Figure 1. Routed clock nets over the placement.
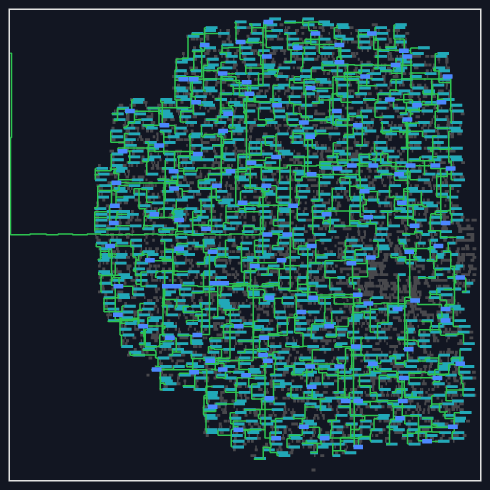
Figure 2. M3 wires.
Cells faint in the background.
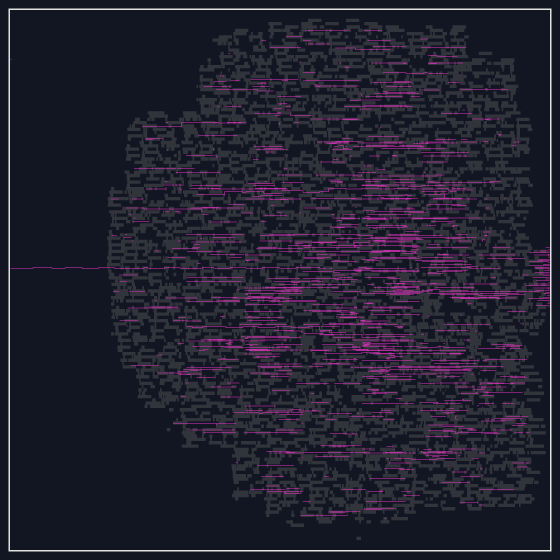
Figure 3. Congestion heat map.
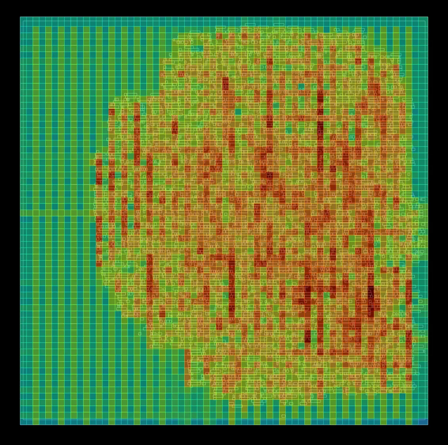
### config.mk
export PLATFORM = sky130hd
export DESIGN_NAME = fractcam_rule_writer_flat
export DESIGN_NICKNAME = d
export VERILOG_FILES = /design/src/rtl/fractcam_pkg.sv /design/src/rtl/fractcam_rule_writer_if.sv /design/src/rtl/fractcam_shadow_ram.sv /design/src/rtl/fractcam_rule_writer.sv /design/src/flat_wrapper.sv
export SDC_FILE = /design/constraint.sdc
export NUM_CORES = 2
export LEC_CHECK = 0
export CORE_MARGIN = 3
export CORE_UTILIZATION = 30
export CTS_BUF_LIST = sky130_fd_sc_hd__clkbuf_16
export CTS_CLUSTER_DIAMETER = 100
export DETAILED_ROUTE_END_ITERATION = 12
export PLACE_DENSITY = 0.5
export SYNTH_ARGS = -nofsm -noshare
export SYNTH_HDL_FRONTEND = slang
export SYNTH_SLANG_ARGS = --single-unit
### constraint.sdc
create_clock -name wclk -period 4.3 [get_ports wclk]
set_input_delay 0.43 -clock wclk [delete_from_list [all_inputs] [get_ports wclk]]
set_output_delay 0.43 -clock wclk [all_outputs]
set_load 0.01 [all_outputs]
### src/rtl/fractcam_pkg.sv
// Shared definitions for the fractcam rule writer: command codes, FSM states
// and the width of one write-enable group of the match block.
package fractcam_pkg;

    typedef enum logic [1:0] {
        OP_INSERT = 2'b00,
        OP_DELETE = 2'b01,
        OP_CLEAR  = 2'b10,
        OP_RSVD   = 2'b11
    } op_e;

    typedef enum logic [1:0] {
        IDLE  = 2'b00,
        WRITE = 2'b01,
        DONE  = 2'b10
    } state_e;

    localparam int GROUP_W = 8;

endpackage

### src/rtl/fractcam_rule_writer_if.sv
// Host-side command channel of the rule writer: request handshake plus
// busy/done status. The host is the master, the writer the slave.
interface fractcam_rule_writer_if #(
    parameter int kw_size = 5,
    parameter int rd_size = 32
) ();
    localparam int row_w = $clog2(rd_size);

    logic               req_valid;
    logic               req_ready;
    logic [1:0]         req_op;
    logic [row_w-1:0]   req_row;
    logic [kw_size-1:0] req_key;
    logic [kw_size-1:0] req_mask;
    logic               busy;
    logic               done;

    modport master (
        output req_valid, req_op, req_row, req_key, req_mask,
        input  req_ready, busy, done
    );

    modport slave (
        input  req_valid, req_op, req_row, req_key, req_mask,
        output req_ready, busy, done
    );
endinterface

### src/rtl/fractcam_shadow_ram.sv
// Shadow copy of the match block: one word per key address, one bit per rule
// row. Registered read port; write is either a single bit or a full-word clear.
// A read and write to the same word in one cycle returns the old contents.
module fractcam_shadow_ram #(
    parameter int kw_size = 5,
    parameter int rd_size = 32,
    parameter int row_w   = $clog2(rd_size)
) (
    input  logic               clk,
    input  logic               srst,
    input  logic [kw_size-1:0] rd_addr,
    output logic [rd_size-1:0] rd_data,
    input  logic               wr_en,
    input  logic               clr_en,
    input  logic [kw_size-1:0] wr_addr,
    input  logic [row_w-1:0]   wr_row,
    input  logic               wr_bit
);
    localparam int depth = 1 << kw_size;

    logic [rd_size-1:0] mem_reg [depth];
    logic [rd_size-1:0] rd_data_reg;

    assign rd_data = rd_data_reg;

    // Registered read, then single-bit update or whole-word clear; reset wipes all.
    always_ff @(posedge clk) begin
        if (srst) begin
            for (int i = 0; i < depth; i++) begin
                mem_reg[i] <= '0;
            end
            rd_data_reg <= '0;
        end else begin
            rd_data_reg <= mem_reg[rd_addr];
            if (clr_en) begin
                mem_reg[wr_addr] <= '0;
            end else if (wr_en) begin
                mem_reg[wr_addr][wr_row] <= wr_bit;
            end
        end
    end
endmodule

### src/rtl/fractcam_rule_writer.sv
// Turns one ternary rule command into a walk over every key address of the
// match block, writing the 8-bit column of the target row's group each cycle.
// The shadow RAM is read one address ahead so its registered output lines up
// with the address being written (read-modify-write without a stall).
module fractcam_rule_writer
    import fractcam_pkg::*;
#(
    parameter int kw_size = 5,
    parameter int rd_size = 32,
    parameter int we_size = rd_size / 8,
    parameter int row_w   = $clog2(rd_size)
) (
    input  logic                 wclk,
    input  logic                 rst,
    fractcam_rule_writer_if.slave cmd,
    output logic [kw_size-1:0]   sk,
    output logic                 clr,
    output logic [we_size-1:0]   we,
    output logic [GROUP_W-1:0]   rules
);
    localparam int gsh   = $clog2(GROUP_W);
    localparam int grp_w = row_w - gsh;

    state_e               state_reg, state_next;
    logic [kw_size-1:0]   addr_reg, addr_next;
    op_e                  op_reg;
    logic [row_w-1:0]     row_reg;
    logic [kw_size-1:0]   key_reg, mask_reg;

    logic [kw_size-1:0]   sk_reg, sk_next;
    logic                 clr_reg, clr_next;
    logic [we_size-1:0]   we_reg, we_next;
    logic [GROUP_W-1:0]   rules_reg, rules_next;
    logic                 done_reg, done_next;

    logic                 accept;
    logic [grp_w-1:0]     grp;
    logic [we_size-1:0]   grp_onehot;
    logic                 hit, new_bit;
    logic [kw_size-1:0]   rd_addr;
    logic [rd_size-1:0]   rd_data, word_new;
    logic                 wr_en, clr_en;

    assign cmd.req_ready = (state_reg == IDLE);
    assign cmd.busy      = (state_reg != IDLE);
    assign cmd.done      = done_reg;
    assign accept        = cmd.req_valid && (state_reg == IDLE);

    assign sk    = sk_reg;
    assign clr   = clr_reg;
    assign we    = we_reg;
    assign rules = rules_reg;

    assign grp = row_reg[row_w-1:gsh];
    assign hit = ((addr_reg ^ key_reg) & ~mask_reg) == '0;

    generate
        for (genvar gi = 0; gi < we_size; gi++) begin : g_onehot
            assign grp_onehot[gi] = (grp == grp_w'(gi));
        end
    endgenerate

    fractcam_shadow_ram #(
        .kw_size (kw_size),
        .rd_size (rd_size),
        .row_w   (row_w)
    ) u_shadow (
        .clk     (wclk),
        .srst    (rst),
        .rd_addr (rd_addr),
        .rd_data (rd_data),
        .wr_en   (wr_en),
        .clr_en  (clr_en),
        .wr_addr (addr_reg),
        .wr_row  (row_reg),
        .wr_bit  (new_bit)
    );

    // State, walk address, latched command and registered write-side outputs.
    always_ff @(posedge wclk) begin
        if (rst) begin
            state_reg <= IDLE;
            addr_reg  <= '0;
            op_reg    <= OP_INSERT;
            row_reg   <= '0;
            key_reg   <= '0;
            mask_reg  <= '0;
            sk_reg    <= '0;
            clr_reg   <= 1'b0;
            we_reg    <= '0;
            rules_reg <= '0;
            done_reg  <= 1'b0;
        end else begin
            state_reg <= state_next;
            addr_reg  <= addr_next;
            sk_reg    <= sk_next;
            clr_reg   <= clr_next;
            we_reg    <= we_next;
            rules_reg <= rules_next;
            done_reg  <= done_next;
            if (accept) begin
                op_reg   <= op_e'(cmd.req_op);
                row_reg  <= cmd.req_row;
                key_reg  <= cmd.req_key;
                mask_reg <= cmd.req_mask;
            end
        end
    end

    // Next state, shadow access and next write-side outputs for the current address.
    always_comb begin
        state_next = state_reg;
        addr_next  = addr_reg;
        sk_next    = sk_reg;
        rules_next = rules_reg;
        clr_next   = 1'b0;
        we_next    = '0;
        done_next  = 1'b0;
        rd_addr    = '0;
        wr_en      = 1'b0;
        clr_en     = 1'b0;
        new_bit    = 1'b0;
        word_new   = rd_data;
        case (state_reg)
            IDLE: begin
                if (accept) begin
                    addr_next  = '0;
                    state_next = (cmd.req_op == OP_RSVD) ? DONE : WRITE;
                end
            end
            WRITE: begin
                rd_addr   = kw_size'(addr_reg + 1'b1);
                sk_next   = addr_reg;
                addr_next = kw_size'(addr_reg + 1'b1);
                if (addr_reg == '1) begin
                    state_next = DONE;
                end
                if (op_reg == OP_CLEAR) begin
                    clr_en     = 1'b1;
                    we_next    = '1;
                    rules_next = '0;
                    clr_next   = (addr_reg == '0);
                end else begin
                    wr_en             = 1'b1;
                    new_bit           = (op_reg == OP_INSERT) && hit;
                    word_new[row_reg] = new_bit;
                    we_next           = grp_onehot;
                    rules_next        = word_new[grp*GROUP_W +: GROUP_W];
                end
            end
            DONE: begin
                done_next  = 1'b1;
                state_next = IDLE;
            end
            default: state_next = IDLE;
        endcase
    end
endmodule

### src/flat_wrapper.sv
// flat-port wrapper written by rule: the top's interface ports become plain ports
module fractcam_rule_writer_flat import fractcam_pkg::*;
#(
    parameter int kw_size = 5,
    parameter int rd_size = 32,
    parameter int we_size = rd_size / 8,
    parameter int row_w   = $clog2(rd_size)
)
  (wclk, rst, sk, clr, we, rules, cmd_req_valid, cmd_req_op, cmd_req_row, cmd_req_key, cmd_req_mask, cmd_req_ready, cmd_busy, cmd_done);
  fractcam_rule_writer_if #(.kw_size(kw_size), .rd_size(rd_size)) cmd_i ();
  input  logic wclk;
  input  logic rst;
  output logic [kw_size-1:0] sk;
  output logic clr;
  output logic [we_size-1:0] we;
  output logic [GROUP_W-1:0] rules;
  input wire logic [$bits(cmd_i.req_valid)-1:0] cmd_req_valid;
  input wire logic [$bits(cmd_i.req_op)-1:0] cmd_req_op;
  input wire logic [$bits(cmd_i.req_row)-1:0] cmd_req_row;
  input wire logic [$bits(cmd_i.req_key)-1:0] cmd_req_key;
  input wire logic [$bits(cmd_i.req_mask)-1:0] cmd_req_mask;
  output wire logic [$bits(cmd_i.req_ready)-1:0] cmd_req_ready;
  output wire logic [$bits(cmd_i.busy)-1:0] cmd_busy;
  output wire logic [$bits(cmd_i.done)-1:0] cmd_done;
  assign cmd_i.req_valid = cmd_req_valid;
  assign cmd_i.req_op = cmd_req_op;
  assign cmd_i.req_row = cmd_req_row;
  assign cmd_i.req_key = cmd_req_key;
  assign cmd_i.req_mask = cmd_req_mask;
  assign cmd_req_ready = cmd_i.req_ready;
  assign cmd_busy = cmd_i.busy;
  assign cmd_done = cmd_i.done;
  fractcam_rule_writer #(.kw_size(kw_size), .rd_size(rd_size), .we_size(we_size), .row_w(row_w)) u_core (.wclk(wclk), .rst(rst), .cmd(cmd_i), .sk(sk), .clr(clr), .we(we), .rules(rules));
endmodule
==> reports/notes.md <==
The flow ran to the end, and the final reports show no timing, DRC or antenna violations. Including well taps, the total number of placed cells is 7579. STA classifies the critical path startpoint as a flop.

Yosys reported that registers with async set or reset make up 0%. Before CTS, the worst setup slack after placement is 0.713 ns. OpenROAD emitted warnings numbering 42. Looking at the clock tree report, the maximum root-to-sink buffer count equals 3.

In the final layout, the multi-input gates occupy 0.0231 mm2. In the final layout, excluding clock buffers the buffer count is 222. Top layer used by detailed routing: met4.

The run gives 2511 as the number of well taps. Switching power as a fraction of the total was reported as 25.1%. At the end of the flow the core is filled with cells to 33.8%.

Max-slew check failures listed in the final report amount to 0. Clock buffers in the final layout number 133. Among all stages on the critical path, the largest delay is contributed by dfxtp_1.

The critical path endpoint has a required time of 4.90 ns. Looking at the VDD voltage map, the peak drop is 0.474 mV. For reference, the top cells by count after synthesis are nor2_1, edfxtp_1, o21bai_1.

Setup repair after global routing left no endpoint under its margin. The share of cells above drive strength 1 is 10.8%. The run gives 1099 as the sequential cell count. Compared with the post-synthesis result, the final layout area differs by 11.4%.

The first global-routing pass estimated 293000 um of wire. Setup slack on the worst reg-to-reg path comes out at 0.60 ns. The die is 445 um tall.
-- Figure 1 (at the start) --
blue -> clock drivers  # count 130
cyan -> flip-flops  # count 1099
green -> clock wires  # length 16400 um
routed clock nets = 131

-- Figure 2 (at the start) --
main direction = horizontal
nets with wire on the layer = 374
wire length on this layer = 14600 um
global routing usage on met3: 2.74%
Routed Wire Length: 201000 um
via count: 43870

-- Figure 3 (at the start) --
overall track demand over capacity in global routing: 19.8%
average detailed-routed wire length per instance: 25.7 um

No activity file was given, so power comes from the tool's default toggle rates.
